==> config.mk <==
export PLATFORM = sky130hd
export DESIGN_NAME = uu_acmac_crc32_mb
export DESIGN_NICKNAME = d
export VERILOG_FILES = /design/src/rtl/uu_acmac_crc32_mb.sv
export SDC_FILE = /design/constraint.sdc
export NUM_CORES = 1
export LEC_CHECK = 0
export CAP_MARGIN = 30
export CORE_MARGIN = 2
export CORE_UTILIZATION = 64
export DETAILED_ROUTE_END_ITERATION = 8
export GPL_ROUTABILITY_DRIVEN = 1
export PLACE_DENSITY = 0.95
export SYNTH_ARGS = -nofsm -noshare
export SYNTH_HDL_FRONTEND = slang
export SYNTH_SLANG_ARGS = --single-unit
==> constraint.sdc <==
create_clock -name i_clk -period 11.8 [get_ports i_clk]
set_input_delay 2.36 -clock i_clk [delete_from_list [all_inputs] [get_ports i_clk]]
set_output_delay 2.36 -clock i_clk [all_outputs]
set_load 0.01 [all_outputs]
==> src/rtl/uu_acmac_crc32_mb.sv <==
// Multi-byte CRC-32 (IEEE 802.3) engine: GEN produces the FCS, CHK compares the
// final register against the good-frame residue. DATA_BYTES bytes per beat.
module uu_acmac_crc32_mb #(
  parameter int          DATA_BYTES = 4,
  parameter int          LEN_W      = 16,
  parameter logic [31:0] CRC_INIT   = 32'hFFFF_FFFF,
  parameter logic [31:0] RESIDUE    = 32'hC704_DD7B
) (
  input  logic                      i_clk,
  input  logic                      i_rst_n,
  input  logic                      i_crc_en,
  input  logic                      i_start,
  input  logic                      i_mode,
  input  logic [LEN_W-1:0]          i_len,
  input  logic                      i_data_val,
  input  logic [8*DATA_BYTES-1:0]   i_data,
  output logic                      o_data_rdy,
  output logic                      o_busy,
  output logic [LEN_W-1:0]          o_byte_cnt,
  output logic                      o_crc_avl,
  output logic [31:0]               o_crc,
  output logic                      o_crc_ok,
  output logic                      o_crc_err
);

  localparam logic [31:0]      POLY = 32'h04C1_1DB7;
  localparam logic [LEN_W-1:0] BEAT = LEN_W'(DATA_BYTES);

  typedef enum logic [1:0] {IDLE, RUN, DONE} state_t;

  state_t           r_state;
  logic [LEN_W-1:0] r_len;
  logic [LEN_W-1:0] r_cnt;
  logic             r_mode;
  logic [31:0]      r_reg;
  logic             r_avl;
  logic [31:0]      r_crc;
  logic             r_ok;
  logic             r_err;

  logic [LEN_W-1:0] w_rem;
  logic [LEN_W-1:0] w_n;
  logic [LEN_W-1:0] w_cnt;
  logic [31:0]      w_reg;

  // Ethernet sends bit 0 first, so byte bit i enters the MSB-first register at 31-i.
  function automatic logic [31:0] f_byte(input logic [31:0] c, input logic [7:0] b);
    logic [31:0] r;
    r = c;
    for (int i = 0; i < 8; i++) r[31-i] = c[31-i] ^ b[i];
    for (int i = 0; i < 8; i++) r = r[31] ? ((r << 1) ^ POLY) : (r << 1);
    return r;
  endfunction

  function automatic logic [31:0] f_fcs(input logic [31:0] r);
    logic [31:0] f;
    for (int i = 0; i < 32; i++) f[i] = ~r[31-i];
    return f;
  endfunction

  always_comb begin
    w_rem = r_len - r_cnt;
    w_n   = (w_rem < BEAT) ? w_rem : BEAT;
    w_cnt = r_cnt + w_n;
    w_reg = r_reg;
    for (int k = 0; k < DATA_BYTES; k++) begin
      if (LEN_W'(k) < w_n) w_reg = f_byte(w_reg, i_data[8*k +: 8]);
    end
  end

  always_ff @(posedge i_clk) begin
    if (!i_rst_n || !i_crc_en) begin
      r_state <= IDLE;
      r_len   <= '0;
      r_cnt   <= '0;
      r_mode  <= 1'b0;
      r_reg   <= '0;
      r_avl   <= 1'b0;
      r_crc   <= '0;
      r_ok    <= 1'b0;
      r_err   <= 1'b0;
    end else if (r_state != RUN) begin
      // IDLE and DONE both accept a start; DONE is the back-to-back path.
      if (i_start) begin
        r_len  <= i_len;
        r_mode <= i_mode;
        r_reg  <= CRC_INIT;
        r_cnt  <= '0;
        if (i_len == '0) begin
          r_state <= DONE;
          r_avl   <= 1'b1;
          r_crc   <= f_fcs(CRC_INIT);
          r_ok    <= i_mode && (CRC_INIT == RESIDUE);
          r_err   <= i_mode && (CRC_INIT != RESIDUE);
        end else begin
          r_state <= RUN;
          r_avl   <= 1'b0;
          r_ok    <= 1'b0;
          r_err   <= 1'b0;
        end
      end
    end else if (i_data_val) begin
      r_reg <= w_reg;
      r_cnt <= w_cnt;
      if (w_cnt == r_len) begin
        r_state <= DONE;
        r_avl   <= 1'b1;
        r_crc   <= f_fcs(w_reg);
        r_ok    <= r_mode && (w_reg == RESIDUE);
        r_err   <= r_mode && (w_reg != RESIDUE);
      end
    end
  end

  assign o_data_rdy = (r_state == RUN);
  assign o_busy     = (r_state == RUN);
  assign o_byte_cnt = r_cnt;
  assign o_crc_avl  = r_avl;
  assign o_crc      = r_crc;
  assign o_crc_ok   = r_ok;
  assign o_crc_err  = r_err;

endmodule

Figure 1. Wiring by layer.
The bar under the picture is 50 µm long.
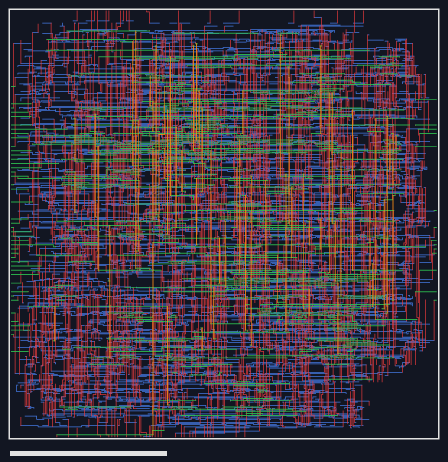
green -> M3  # wire length 4,950 µm
orange -> M4  # wire length 1,910 µm
red -> M2  # wire length 16,300 µm
blue -> M1  # wire length 15,300 µm
Routed WL: 38.51 mm
GRT Overall Usage: 41.68%
vias: 11,250
wire length per cell: 22.42 µm

Figure 2. Cells by drive strength.
The bar under the picture is 50 µm long.
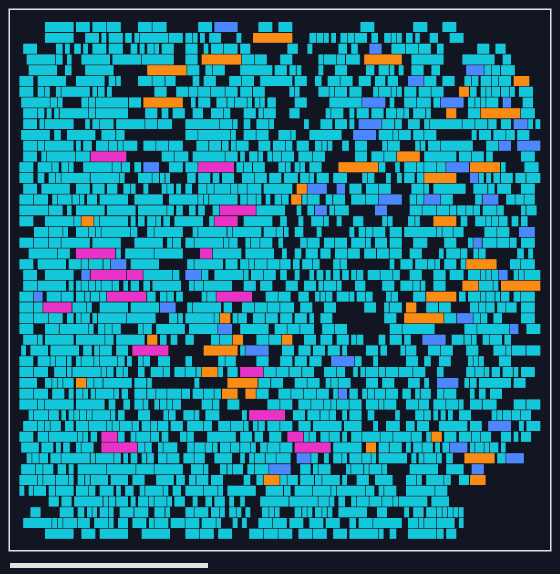
magenta -> x6 and larger  # cells 18, share 1.2%, most used clkbuf_16
cyan -> x1 and smaller  # cells 1,393, share 93%, most used xnor2_1
blue -> x2  # cells 44, share 2.9%, most used xnor2_2
orange -> x3 and x4  # cells 38, share 2.5%, most used buf_4
Buffers excl. clock: 122
setup ws final: 2385 ps

==> qor.txt <==
Max-slew violations - 0
Reg2reg start - o_byte_cnt[1]
Fillers - 1,343
Top logic family - XOR/XNOR gates
Inverters - 38
Layout net count - 1,574
Layer with the highest usage - met2
WL met3 - 4.952 mm
Antenna-violating nets left - 0
Fin area - 12,760 µm²
WL met1 - 15.35 mm
Synthesized netlist cell count - 1,415
Met3 Use GR - 9.955%
Chip area - 18,560 µm²
Vias in the first global route - 10,470
CTS tree - done
Critical Path Start - i_data[0]
Clock network share of area - 2.421%
# Post-CTS Setup Buffers - 0
Worst min-delay path category - reg2reg
Hold-fix buffers at CTS - 0
Num rows - 48
Maximum clock path buffer count - 2
Worst-Margin Slew - 1072 ps
Distinct cell type count of the synthesized netlist - 96
Setup TNS - 0 ps
HPWL Detailed - 30.29 mm
Number of gates resized after CTS - 0
CP Capture Point - o_crc_ok
Clk root buf - clkbuf_16
Synth warnings - 0
DRC - 0
Critical Path Source Type - input port
Share of cells above drive strength 1 - 6.698%
Relative slew margins - 28.21%
Log Warnings - 26
Largest cells by area - dfxtp_1, xnor2_1, xor2_1, nand2_1, nor2_1
Clock slew at reported path FFs - 80 ps
Core area - 17,180 µm²
Die height - 136.2 µm
Hold path endpoint - o_crc[9]
Non-filler cells, final - 1,718
Sequential cell area - 2022 µm²
Initial antenna violation count - 1
Most common cell in the synthesized netlist - xnor2_1
Post-synth regs - 101
Mux frac, synth - 4.059%
First-pass GRT wire length - 58.97 mm
R2R setup slack - 2520 ps
Flip-flops - 101
Register share after synthesis - 18.07%
Final setup violation count - 0
YS chip area - 11,190 µm²
Drt first pass iters - 6
CTS Buf Count - 9
Horiz. Die Dim - 136.2 µm
CP Max Fanout - 12
Syn avg cell area - 7.909 µm²
Simple share - 18.96%
Met1 Use GR - 57.18%
Global route overflow - 0
Fp util - 65.15%
Max-cap viol count - 0
Synth-to-layout area growth - 14.06%
Comb/total area - 68.75%
Adders+Majority by Area - 3.712%
Reg2reg path depth - 31
Tmin final - 9415 ps
Tap cells - 225
Post-DP Area - 12,430 µm²
Largest class - multi-input combinational cells
Synth Flop Type - dfxtp_1
FMAX - 106.2 MHz
Pin count of the biggest net entering global routing - 45
Ys cells - 1,415
Synth cell count leaders - xnor2_1, nand2_1, nor2_1
Dominant cell type by area after synthesis - dfxtp_1
Initial detailed-routing violation count - 1,576
Placed cells - 1,701
Hold Path Depth - 2
Top Metal Used - met4
Antenna Cells - 0
Pre-CTS WS - 2267 ps
Met2 GRT Util - 61.78%
Outcome - finished clean
CP required - 12,110 ps
Crit end category - register
NonClk Buf Share - 9.665%
XORs/XNORs by Area - 30.44%
Top-area cell share - 18.07%
Final Wtd Congestion - 1.074
IO Count - 107
RSZ-0062 raised after global routing - no
Comb. cell area - 8776 µm²
Post-route clock period utilization - 79.79%
FF-to-FF End - o_crc_ok
Arrival time worst endpoint - 9720 ps
WHS - 456.8 ps
Vias/cell - 6.547
Synthesized cell area - 11,190 µm²
Crit path kind - in2reg
Fin. Hold Viols - 0
Flip-flops with a built-in enable - 0
Routed met2 length - 16.30 mm
Ys async rst share - 0%
#MultiIn Comb - 1,216
H-Tree Depth - 3
Number of port buffers - 106
Yosys aoi share - 20.80%
HP Start - o_crc[9]
Figure 3. Clock wiring as the flow saved it.
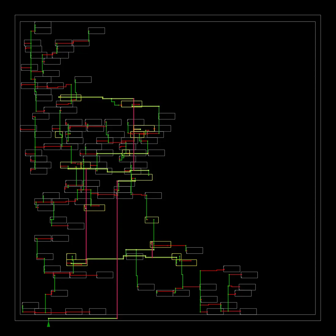
Sink Count: 101
Latency at later pin: 370 ps
# clk buffers: 9
Final Skew: 11.25 ps

Figure 4. Sequential cells grouped by signal name.
The bar under the picture is 50 µm long. Other sequential cells in the stronger gray, the rest of the logic in the fainter gray.
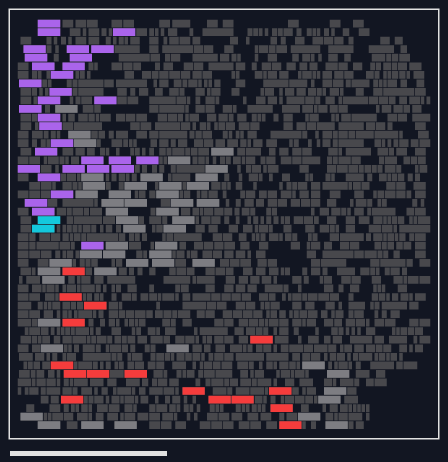
purple -> `o_crc`  # flops 32
red -> `r_len`  # flops 16
cyan -> `r_state`  # flops 2
Finished Core Util: 74.32%
flop share of the area: 15.84%

==> placed cells by master (no fill, tap or decap), types with 8 or more instances in the layout <==
| cell | synthesis | routed |
|---|---|---|
| xnor2_1 | 192 | 192 |
| nand2_1 | 153 | 152 |
| nor2_1 | 137 | 136 |
| clkdlybuf4s50_1 | 0 | 106 |
| dfxtp_1 | 101 | 101 |
| xor2_1 | 98 | 98 |
| a21oi_1 | 94 | 94 |
| o21ai_0 | 94 | 94 |
| inv_1 | 37 | 37 |
| mux2i_1 | 35 | 35 |
| ha_1 | 30 | 30 |
| o22ai_1 | 27 | 27 |
| o211ai_1 | 24 | 24 |
| nand3_1 | 22 | 22 |
| xnor3_1 | 19 | 19 |
| nor3_1 | 16 | 16 |
| a22oi_1 | 15 | 15 |
| nor4_1 | 14 | 14 |
| nor2b_1 | 14 | 14 |
| and2_1 | 13 | 13 |
| buf_4 | 3 | 13 |
| conb_1 | 1 | 12 |
| a21o_1 | 11 | 11 |
| o21ai_1 | 11 | 11 |
| o21a_1 | 10 | 10 |
| a211oi_1 | 9 | 9 |
| and3_1 | 9 | 9 |
| clkbuf_16 | 0 | 9 |
| or4_1 | 8 | 8 |
| xnor2_2 | 8 | 8 |
==> worst max-delay path, stage by stage <==
cell,delay [ps]
clkdlybuf4s50_1,500
xor2_1,620
xor2_1,570
xor2_1,160
xnor2_1,490
nand2_1,120
o211ai_1,540
xnor3_1,570
mux2_2,340
xnor2_1,180
buf_4,230
nand3b_1,130
a21oi_1,80
and4b_1,620
xnor2_1,300
xnor2_1,160
o21ai_0,270
a2111o_1,460
nor3_1,190
nand4_1,180
or4_1,530
o21ai_1,120
